$ cat src/rtl/input_conditioner.sv
// input_conditioner: debounces three active-low push-buttons into one-cycle
// move/rotate pulses and generates the periodic gravity tick strobe.
//
// Ports:
//   CLOCK_50      in   system clock, rising edge
//   reset         in   synchronous, active-high
//   key_left_n    in   raw button, asynchronous, 0 = pressed
//   key_right_n   in   raw button, asynchronous, 0 = pressed
//   key_rot_n     in   raw button, asynchronous, 0 = pressed
//   grav_enable   in   1 = gravity counter runs, 0 = held at 0
//   soft_drop     in   1 = fast gravity period
//   left_final    out  one-cycle move-left request
//   right_final   out  one-cycle move-right request
//   rot_final     out  one-cycle rotate request
//   tick_gravity  out  one-cycle gravity strobe
//
// Optional feature: define INPUT_COND_AUTO_REPEAT_EN to auto-repeat
// held left/right keys (first repeat after REPEAT_DELAY cycles, then
// every REPEAT_RATE cycles). Rotate never repeats.

module input_conditioner #(
  parameter int DB_CYCLES    = 1_000_000,
  parameter int GRAV_CYCLES  = 25_000_000,
  parameter int FAST_CYCLES  = 2_500_000,
  parameter int REPEAT_DELAY = 15_000_000,
  parameter int REPEAT_RATE  = 5_000_000
) (
  input  logic CLOCK_50,
  input  logic reset,
  input  logic key_left_n,
  input  logic key_right_n,
  input  logic key_rot_n,
  input  logic grav_enable,
  input  logic soft_drop,
  output logic left_final,
  output logic right_final,
  output logic rot_final,
  output logic tick_gravity
);

  localparam int DBW = $clog2(DB_CYCLES + 1);
  localparam int GW  = $clog2(GRAV_CYCLES);

  localparam logic [DBW-1:0] DB_LAST =
    DBW'(DB_CYCLES - 1);
  localparam logic [GW-1:0] GRAV_LAST =
    GW'(GRAV_CYCLES - 1);
  localparam logic [GW-1:0] FAST_LAST =
    GW'(FAST_CYCLES - 1);

  // Elaboration-time parameter sanity checks
  if (DB_CYCLES < 1) begin : g_chk_db
    $error("DB_CYCLES must be >= 1");
  end
  if (GRAV_CYCLES < 2) begin : g_chk_grav
    $error("GRAV_CYCLES must be >= 2");
  end
  if (FAST_CYCLES < 1 ||
      FAST_CYCLES >= GRAV_CYCLES) begin : g_chk_fast
    $error("FAST_CYCLES must be in [1, GRAV_CYCLES)");
  end
  if (REPEAT_DELAY < 1 ||
      REPEAT_RATE < 1) begin : g_chk_rpt
    $error("REPEAT_DELAY/REPEAT_RATE must be >= 1");
  end

  // ------------------------------------------------------------
  // Key index: 0 = left, 1 = right, 2 = rotate
  // ------------------------------------------------------------
  logic [2:0] raw_n;
  logic [2:0] meta_q;
  logic [2:0] sync_q;
  logic [2:0] pressed;

  assign raw_n = {key_rot_n, key_right_n, key_left_n};

  // Synchronisers reset to the released level so a key held
  // through reset is debounced as a fresh press afterwards.
  always_ff @(posedge CLOCK_50) begin
    if (reset) begin
      meta_q <= '1;
      sync_q <= '1;
    end else begin
      meta_q <= raw_n;
      sync_q <= meta_q;
    end
  end

  assign pressed = ~sync_q;

  // ------------------------------------------------------------
  // Debounce: flip the stable level only after the synced level
  // has disagreed with it for DB_CYCLES consecutive cycles.
  // ------------------------------------------------------------
  logic [2:0]     stab_q;
  logic [2:0]     stab_d;
  logic [2:0]     stab_dly_q;
  logic [DBW-1:0] db_q [3];
  logic [DBW-1:0] db_d [3];

  always_comb begin
    stab_d = stab_q;
    for (int k = 0; k < 3; k++) begin
      db_d[k] = '0;
      if (pressed[k] != stab_q[k]) begin
        if (db_q[k] == DB_LAST) begin
          stab_d[k] = pressed[k];
        end else begin
          db_d[k] = db_q[k] + DBW'(1);
        end
      end
    end
  end

  always_ff @(posedge CLOCK_50) begin
    if (reset) begin
      stab_q     <= '0;
      stab_dly_q <= '0;
      for (int k = 0; k < 3; k++) begin
        db_q[k] <= '0;
      end
    end else begin
      stab_q     <= stab_d;
      stab_dly_q <= stab_q;
      for (int k = 0; k < 3; k++) begin
        db_q[k] <= db_d[k];
      end
    end
  end

  // Stable 0->1 transition seen this cycle
  logic [2:0] rise;
  assign rise = stab_q & ~stab_dly_q;

  // Pulse requests before the left/right conflict filter
  logic [2:0] req;

`ifdef INPUT_COND_AUTO_REPEAT_EN
  localparam int RMAX =
    (REPEAT_DELAY > REPEAT_RATE) ?
    REPEAT_DELAY : REPEAT_RATE;
  localparam int RW = $clog2(RMAX + 1);

  localparam logic [RW-1:0] R_DELAY =
    RW'(REPEAT_DELAY);
  localparam logic [RW-1:0] R_RATE =
    RW'(REPEAT_RATE);

  // rpt_q counts cycles since the last pulse of a held key;
  // rph_q marks that the initial delay has already elapsed.
  logic [RW-1:0] rpt_q [2];
  logic [RW-1:0] rpt_d [2];
  logic [1:0]    rph_q;
  logic [1:0]    rph_d;
  logic [1:0]    rfire;

  always_comb begin
    rph_d = '0;
    rfire = '0;
    for (int k = 0; k < 2; k++) begin
      rpt_d[k] = '0;
      if (stab_q[k]) begin
        if (rpt_q[k] ==
            (rph_q[k] ? R_RATE : R_DELAY)) begin
          rfire[k] = 1'b1;
          rpt_d[k] = RW'(1);
          rph_d[k] = 1'b1;
        end else begin
          rpt_d[k] = rpt_q[k] + RW'(1);
          rph_d[k] = rph_q[k];
        end
      end
    end
  end

  always_ff @(posedge CLOCK_50) begin
    if (reset) begin
      rph_q <= '0;
      for (int k = 0; k < 2; k++) begin
        rpt_q[k] <= '0;
      end
    end else begin
      rph_q <= rph_d;
      for (int k = 0; k < 2; k++) begin
        rpt_q[k] <= rpt_d[k];
      end
    end
  end

  assign req = {rise[2], rise[1:0] | rfire};
`else
  assign req = rise;
`endif

  // ------------------------------------------------------------
  // Output pulses: simultaneous left and right cancel each other.
  // ------------------------------------------------------------
  logic left_q;
  logic left_d;
  logic right_q;
  logic right_d;
  logic rot_q;
  logic rot_d;

  always_comb begin
    left_d  = req[0] & ~req[1];
    right_d = req[1] & ~req[0];
    rot_d   = req[2];
  end

  // ------------------------------------------------------------
  // Gravity: >= compare so a shorter limit selected mid-count
  // wraps on the next cycle instead of running past it.
  // ------------------------------------------------------------
  logic [GW-1:0] grav_q;
  logic [GW-1:0] grav_d;
  logic [GW-1:0] grav_last;
  logic          tick_q;
  logic          tick_d;

  assign grav_last = soft_drop ? FAST_LAST : GRAV_LAST;

  always_comb begin
    grav_d = '0;
    tick_d = 1'b0;
    if (grav_enable) begin
      if (grav_q >= grav_last) begin
        tick_d = 1'b1;
      end else begin
        grav_d = grav_q + GW'(1);
      end
    end
  end

  always_ff @(posedge CLOCK_50) begin
    if (reset) begin
      left_q  <= 1'b0;
      right_q <= 1'b0;
      rot_q   <= 1'b0;
      tick_q  <= 1'b0;
      grav_q  <= '0;
    end else begin
      left_q  <= left_d;
      right_q <= right_d;
      rot_q   <= rot_d;
      tick_q  <= tick_d;
      grav_q  <= grav_d;
    end
  end

  assign left_final   = left_q;
  assign right_final  = right_q;
  assign rot_final    = rot_q;
  assign tick_gravity = tick_q;

endmodule

$ cat config.mk
export PLATFORM = sky130hd
export DESIGN_NAME = input_conditioner
export DESIGN_NICKNAME = d
export VERILOG_FILES = /design/src/rtl/input_conditioner.sv
export SDC_FILE = /design/constraint.sdc
export NUM_CORES = 1
export LEC_CHECK = 0
export ABC_AREA = 1
export CORE_MARGIN = 5
export CORE_UTILIZATION = 40
export DETAILED_ROUTE_END_ITERATION = 7
export RECOVER_POWER = 50
export SYNTH_ARGS = -nofsm -noshare
export SYNTH_HDL_FRONTEND = slang
export SYNTH_SLANG_ARGS = --single-unit
$ cat constraint.sdc
create_clock -name CLOCK_50 -period 1.5 [get_ports CLOCK_50]
set_input_delay 0.15 -clock CLOCK_50 [delete_from_list [all_inputs] [get_ports CLOCK_50]]
set_output_delay 0.15 -clock CLOCK_50 [all_outputs]
set_load 0.005 [all_outputs]
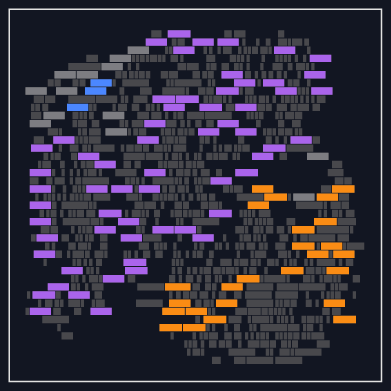
*Sequential cells grouped by signal name, run 1*
(3 px per um) Other sequential cells in the stronger grey, the rest of the logic in the fainter grey.
Key: db_q = purple [placed flops 60]; grav_q = orange [placed flops 25]; sync_q = blue [placed flops 3]
Another 13 sequential cells are not coloured.

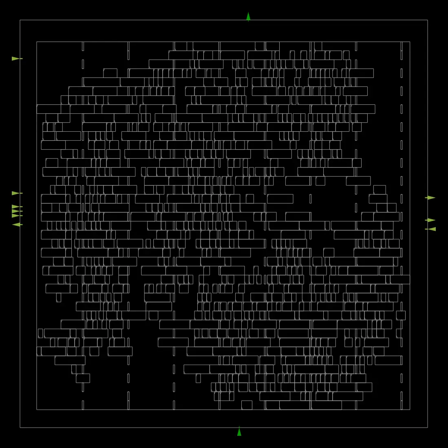
*Placed standard cells, run 1*
number of well taps: 172
fraction of area in registers: 0.296
core utilization of the finished layout: 0.551
tally of filler cells in the layout: 1216
Core Region: 0.0126 mm2

==> results.tsv, run 1 <==
metric	value	unit
vias_per_cell	4.77	
die_height	124	um
power_density	783	mW/mm2
power_leakage	2.62	nW
fraction_of_the_core_area_occupied_by_cells_at_floorplan	0.409	
yosysWarnings	0	
clock-sinks	101	
violations	negative setup slack	
topCellsByArea	sky130_fd_sc_hd__dfxtp_1 39%, sky130_fd_sc_hd__nand2_1 11%, sky130_fd_sc_hd__nor2_1 9.4%	
global_route_wire_length_before_repair	20400	um
area_growth_syn_to_layout	34.8	%
status	complete, but fails checks	
area.combinational	0.00319	mm2
syn_area_per_cell	7.21	um2
dp_worst_setup_slack	-0.579	ns
layout-drive-gt1-share	0.288	
maximum_number_of_pins_on_one_net_before_global_route_repair	20	
path_class_of_the_lowest_slack_min_delay_path	in -> reg	
layout_top_cell_excl_fill_tap	sky130_fd_sc_hd__nand2_1	
tns	-1.33	ns
placed_cells	962	
ctsRootBufferMaster	sky130_fd_sc_hd__clkbuf_16	
post_cts_hold_buffer_count	0	
setup_repair_after_global_routing_missed_its_margin	yes	
fin_crit	1.57	ns
num-nets-final	836	
number_of_antenna_violations_at_the_first_check_in_global_routing	0	
p_sw	1.14	mW
die.size.x	124	um
global_route.usage.total	0.168	
wl_per_cell	12.4	um
fp_nets	740	
path_class	reg -> reg	
grt_remaining_overflow	0	
timing.final.setup_violations	26	
maxCapViolCount	0	
io_pins	11	
clock_tree.htree_level_count	3	
clock-skew-final	0.00619	ns
synthDominantCellAreaShare	0.392	
finalWorstSetupSlack	-0.0710	ns
insertedDiodeCount	0	
synth_cell_types	34	
chipArea	0.0153	mm2
cts_tree	yes	
cp_data_required_time	1.74	ns
placement.io_buffers	10	
p_int	4.31	mW
seqPwrFrac	0.495	
first_pass_iters	4	
layout.area.seq	0.00206	mm2
timing.final.hold_violations	0	
drt_iter0_drc	169	
largest_area_cell	sky130_fd_sc_hd__dfxtp_1	
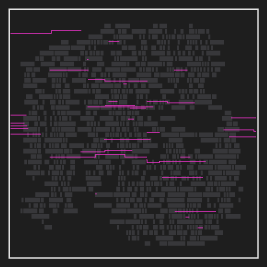
*Metal 3, run 1*
(2 px per um)
23 nets have wire on it. The layer holds 3.8% of the routed length.
met3 demand-to-capacity share in global routing: 0.0490
routed wire length: 12200 um
vias: 4721

run 1: critical path, cell delays in order (launching register included):
cell and delay, ns:
sky130_fd_sc_hd__dfxtp_2 0.35, sky130_fd_sc_hd__ha_4 0.28, sky130_fd_sc_hd__nand3_1 0.09, sky130_fd_sc_hd__nor2_1 0.09
sky130_fd_sc_hd__nand3_1 0.08, sky130_fd_sc_hd__nor2_2 0.15, sky130_fd_sc_hd__nor2_4 0.06, sky130_fd_sc_hd__nand4_4 0.15
sky130_fd_sc_hd__clkbuf_16 0.17, sky130_fd_sc_hd__nor2_1 0.04
run 1: Yosys cell counts (all sizes together):
cell,instances
nand2,158
nor2,149
dfxtp,101
inv,90
nand3,40
nor3,32
xor2,27
a21oi,25
nand4,24
ha,17
or2,12
xnor2,12
o21ai,8
buf,5
nand3b,5
nor4,4
a31oi,3
o21bai,2
clkbuf,1
o21a,1
run 1: registers in the layout, indices dropped and copies added, names as in the netlist:
signal / flops
meta_q: 3
grav_q: 25
tick_gravity: 1
sync_q: 3
rot_final: 1
stab_dly_q: 3
db_q: 60
stab_q: 3
right_final: 1
left_final: 1
run 1: worst paths after layout:
path                                                from                    end  slack (ns)  depth (start not counted)
worst max register to register     grav_q[12]$_SDFF_PP0_  grav_q[10]$_SDFF_PP0_       -0.07                          9
worst min register to register  stab_dly_q[2]$_SDFF_PP0_   rot_final$_SDFF_PP0_        0.40                          1
worst max-delay path               grav_q[12]$_SDFF_PP0_  grav_q[10]$_SDFF_PP0_       -0.07                          9
worst min-delay path                           key_rot_n   meta_q[2]$_SDFF_PP1_        0.36                          2
run 1: cell type report:
type                       count  share of cell area
multi-input combinational    520               0.459
tap                          172              0.0309
inverter                      90              0.0489
clock inverter                 6              0.0135
sequential                   101               0.296
clock buffer                  10              0.0344
timing repair buffer          90               0.118
run 1: cell families after synthesis:
kind of cell	count (synthesis)	share of synthesized area
and+or+nand+nor	424	0.380
xor gates and xnor gates	39	0.0662
DFF	101	0.392
AOI/OAI and AO/OA	39	0.0422
adders and majority gates	17	0.0412
buffers and inverters	96	0.0788
run 1: power by group through the flow:
stage,Combinational (mW),Clock (mW),Sequential (mW)
4_1_cts,0.170,2.64,2.70
6_report,0.195,2.55,2.70
5_1_grt,0.213,2.75,2.70
2_1_floorplan,0.0810,0,2.76
3_3_place_gp,0.145,0,2.76
3_5_place_dp,0.150,0,2.76
run 1: per-layer routing:
metal | share of wire | GRT usage | wire (um) | vias to the layer above
met1 | 0.44 | 0.196 | 5420 | 2192
met4 | 0.012 | 0.0526 | 144 | 0
met3 | 0.038 | 0.0490 | 459 | 12
li1 | - | - | - | 2469
met2 | 0.51 | 0.296 | 6210 | 48
met5 | 0 | 0 | 0 | -
run 1: what timing repair did:
| item | CTS | global route |
|---|---|---|
| setup endpoints to repair | 80 | 85 |
| setup buffers | 4 | 3 |
| endpoints found under the hold margin | 0 | 0 |
| pin swaps | 7 | 23 |
| resized | 56 | 74 |
| gates cloned | 0 | 4 |
run 1: per-stage QoR:
stage               instance area (um2)  hold WS, ns
global placement                   6000        0.385
global route                       6960        0.354
finish                             6960        0.359
CTS                                6590        0.345
detailed placement                 6000        0.394
floorplan                          5170        0.254
### Placed cells, one colour a class, run 1

(4 px per um)
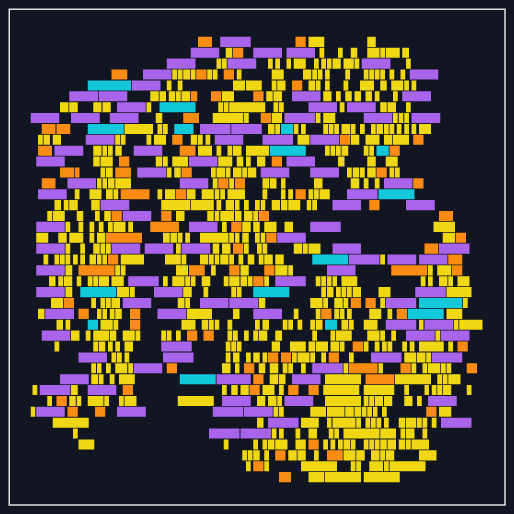

==> run 2: changes to the inputs <==
--- a/config.mk
+++ b/config.mk
@@ -9,7 +9,8 @@
 export CORE_MARGIN = 5
 export CORE_UTILIZATION = 40
 export DETAILED_ROUTE_END_ITERATION = 7
-export RECOVER_POWER = 50
+export HOLD_SLACK_MARGIN = 0.12
+export RECOVER_POWER = 100
 export SYNTH_ARGS = -nofsm -noshare
 export SYNTH_HDL_FRONTEND = slang
 export SYNTH_SLANG_ARGS = --single-unit
==> constraint.sdc (replaced) <==
create_clock -name CLOCK_50 -period 1.5 [get_ports CLOCK_50]
set_input_delay 0.3 -clock CLOCK_50 [delete_from_list [all_inputs] [get_ports CLOCK_50]]
set_output_delay 0.3 -clock CLOCK_50 [all_outputs]
set_load 0.005 [all_outputs]
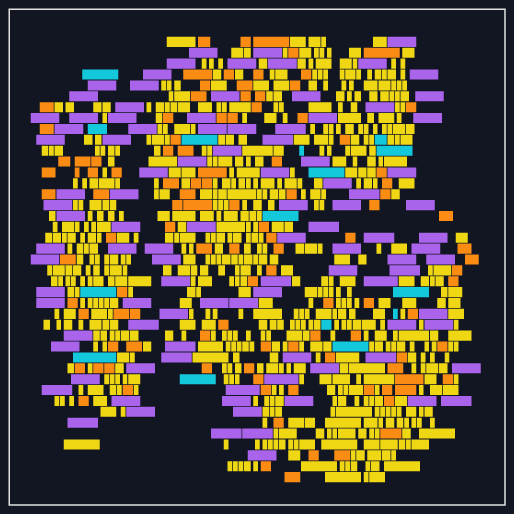
*Placed cells, one colour a class, run 2*
(4 px per um)
Key: flops = purple [cells 101]; combinational and other logic = yellow [cells 612]; other buffers and delay cells = orange [cells 108]; clock drivers and dummy loads = cyan [cells 15]

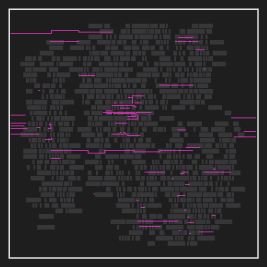
*Metal 3, run 2*
(2 px per um)
The layer holds 3.6% of the routed length. 44 nets have wire on it. The layer carries 479 um of wire. The wires run mostly horizontal.
vias: 4930
met3 demand-to-capacity share in global routing: 0.0486
routed wire length: 13400 um

==> results.tsv, run 2 <==
metric	value	unit	change
yosys.area_share.xor_xnor	0.0662		unchanged
fp_nets	740		unchanged
violations	negative setup slack		
layout_top_cell_excl_fill_tap	sky130_fd_sc_hd__nand2_1		
path_class_of_the_lowest_slack_min_delay_path	reg -> reg		
yosysWarnings	0		unchanged
synth_top_flop_cell	sky130_fd_sc_hd__dfxtp_1		
placement.io_buffers	10		unchanged
largest_area_cell	sky130_fd_sc_hd__dfxtp_1		
global_route.usage.total	0.169		+0.00101
wl_per_cell	13.3	um	+7.8%
area.combinational	0.00343	mm2	+7.4%
io_pins	11		unchanged
clock-sinks	101		unchanged
aoi_share	0.0422		unchanged
die.size.x	124	um	unchanged
power_density	718	mW/mm2	-8.3%
coreArea	0.0126	mm2	unchanged
placedInstanceArea	0.00600	mm2	about the same
max_flop_register	db_q		
synth-simple-area-share	0.380		unchanged
timing.final.setup_violations	59		+130%
setup_repair_after_global_routing_missed_its_margin	yes		
path_class	in -> reg		
synthDominantCellAreaShare	0.392		unchanged
status	complete, but fails checks		
first_pass_iters	5		+1
die_height	124	um	unchanged
grt_remaining_overflow	0		unchanged
ys_async_sr_fraction	0		unchanged
yosys.cell_count.top_type	sky130_fd_sc_hd__nand2_1		
fraction_of_the_core_area_occupied_by_cells_at_floorplan	0.409		unchanged
layout_top_registers	db_q (60), grav_q (25)		
drt_iter0_drc	273		+62%
layout-drive-gt1-share	0.354		+0.0664
finalWorstSetupSlack	-0.115	ns	-0.0441 ns
post_route_worst_hold_slack	0.401	ns	+0.0423 ns
fin_crit	1.62	ns	+0.0441 ns
syn_area_per_cell	7.21	um2	unchanged
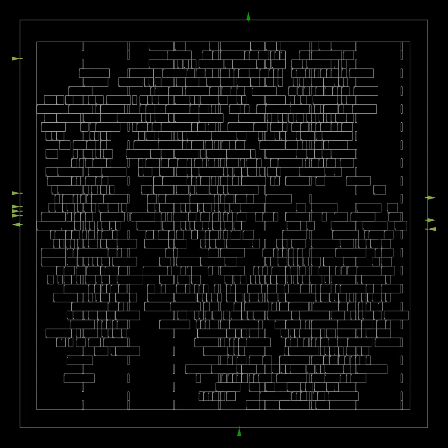
*Placed standard cells, run 2*
tally of filler cells in the layout: 1132
fraction of area in registers: 0.281
final std cells w/o fill: 1008
flop count: 101

run 2: cell counts after synthesis:
No cell type changed its count.
run 2: through the flow:
step	utilization	worst slack, ns	power, mW	cells
floorplan	-	0.000830	2.84	716
CTS	0.523	-0.108	5.30	990
global route	0.579	-0.198	5.45	1008
global placement	0.475	-0.696	2.90	963
finish	0.579	-0.115	5.25	1008
detailed placement	0.475	-0.768	2.91	963
run 2: timing repair:
action / in CTS / in global routing
endpoints found under the setup margin: 69 / 89
gates cloned: 3 / 6
gates resized: 53 / 148
buffers inserted: 10 / 15
pin swaps: 20 / 52
run 2: cell type report:
type / count / share of cell area
timing repair buffer: 108 / 0.134
multi-input combinational: 522 / 0.469
clock inverter: 3 / 0.00633
inverter: 90 / 0.0466
clock buffer: 12 / 0.0337
sequential: 101 / 0.281
tap: 172 / 0.0294
run 2: layer usage:
metal | vias up | global-route usage | share of wire
met5 | - | 0 | 0
met4 | 0 | 0.0616 | 0.028
met3 | 34 | 0.0486 | 0.036
met2 | 94 | 0.286 | 0.50
met1 | 2294 | 0.203 | 0.43
li1 | 2508 | - | -
run 2: cells by family (layout without fill, tap and decap cells):
kind of cell | after synthesis | in the layout
AND-OR/OR-AND | 39 | 39
XOR/XNOR | 39 | 39
AND/OR/NAND/NOR | 424 | 427
flip-flops | 101 | 101
adder cells (fa/ha/maj) | 17 | 17
buffers and inverters | 96 | 213
run 2: final timing paths:
path	startpoint	to	slack (ns)	depth (start not counted)
worst max register to register	grav_q[20]$_SDFF_PP0_	grav_q[0]$_SDFF_PP0_	-0.12	9
worst min-delay path	stab_dly_q[2]$_SDFF_PP0_	rot_final$_SDFF_PP0_	0.40	1
worst min register to register	stab_dly_q[2]$_SDFF_PP0_	rot_final$_SDFF_PP0_	0.40	1
worst max-delay path	soft_drop	grav_q[0]$_SDFF_PP0_	-0.12	11
run 2: power by group through the flow:
stage / clock, mW / combinational [mW] / sequential, mW
2_1_floorplan: 0 / 0.0810 / 2.76
3_3_place_gp: 0 / 0.144 / 2.76
3_5_place_dp: 0 / 0.148 / 2.76
4_1_cts: 2.42 / 0.186 / 2.70
5_1_grt: 2.51 / 0.239 / 2.69
6_report: 2.33 / 0.221 / 2.69
run 2: critical path: stages:
cell	delay [ns]
sky130_fd_sc_hd__clkdlybuf4s15_2	0.21
sky130_fd_sc_hd__buf_6	0.16
sky130_fd_sc_hd__ha_4	0.26
sky130_fd_sc_hd__a21oi_1	0.12
sky130_fd_sc_hd__nand2_1	0.11
sky130_fd_sc_hd__nand2_2	0.10
sky130_fd_sc_hd__nand2_2	0.07
sky130_fd_sc_hd__nor2_4	0.14
sky130_fd_sc_hd__nand4_4	0.16
sky130_fd_sc_hd__buf_8	0.19
sky130_fd_sc_hd__nor2_2	0.08
Power and IR drop assume default switching activity.
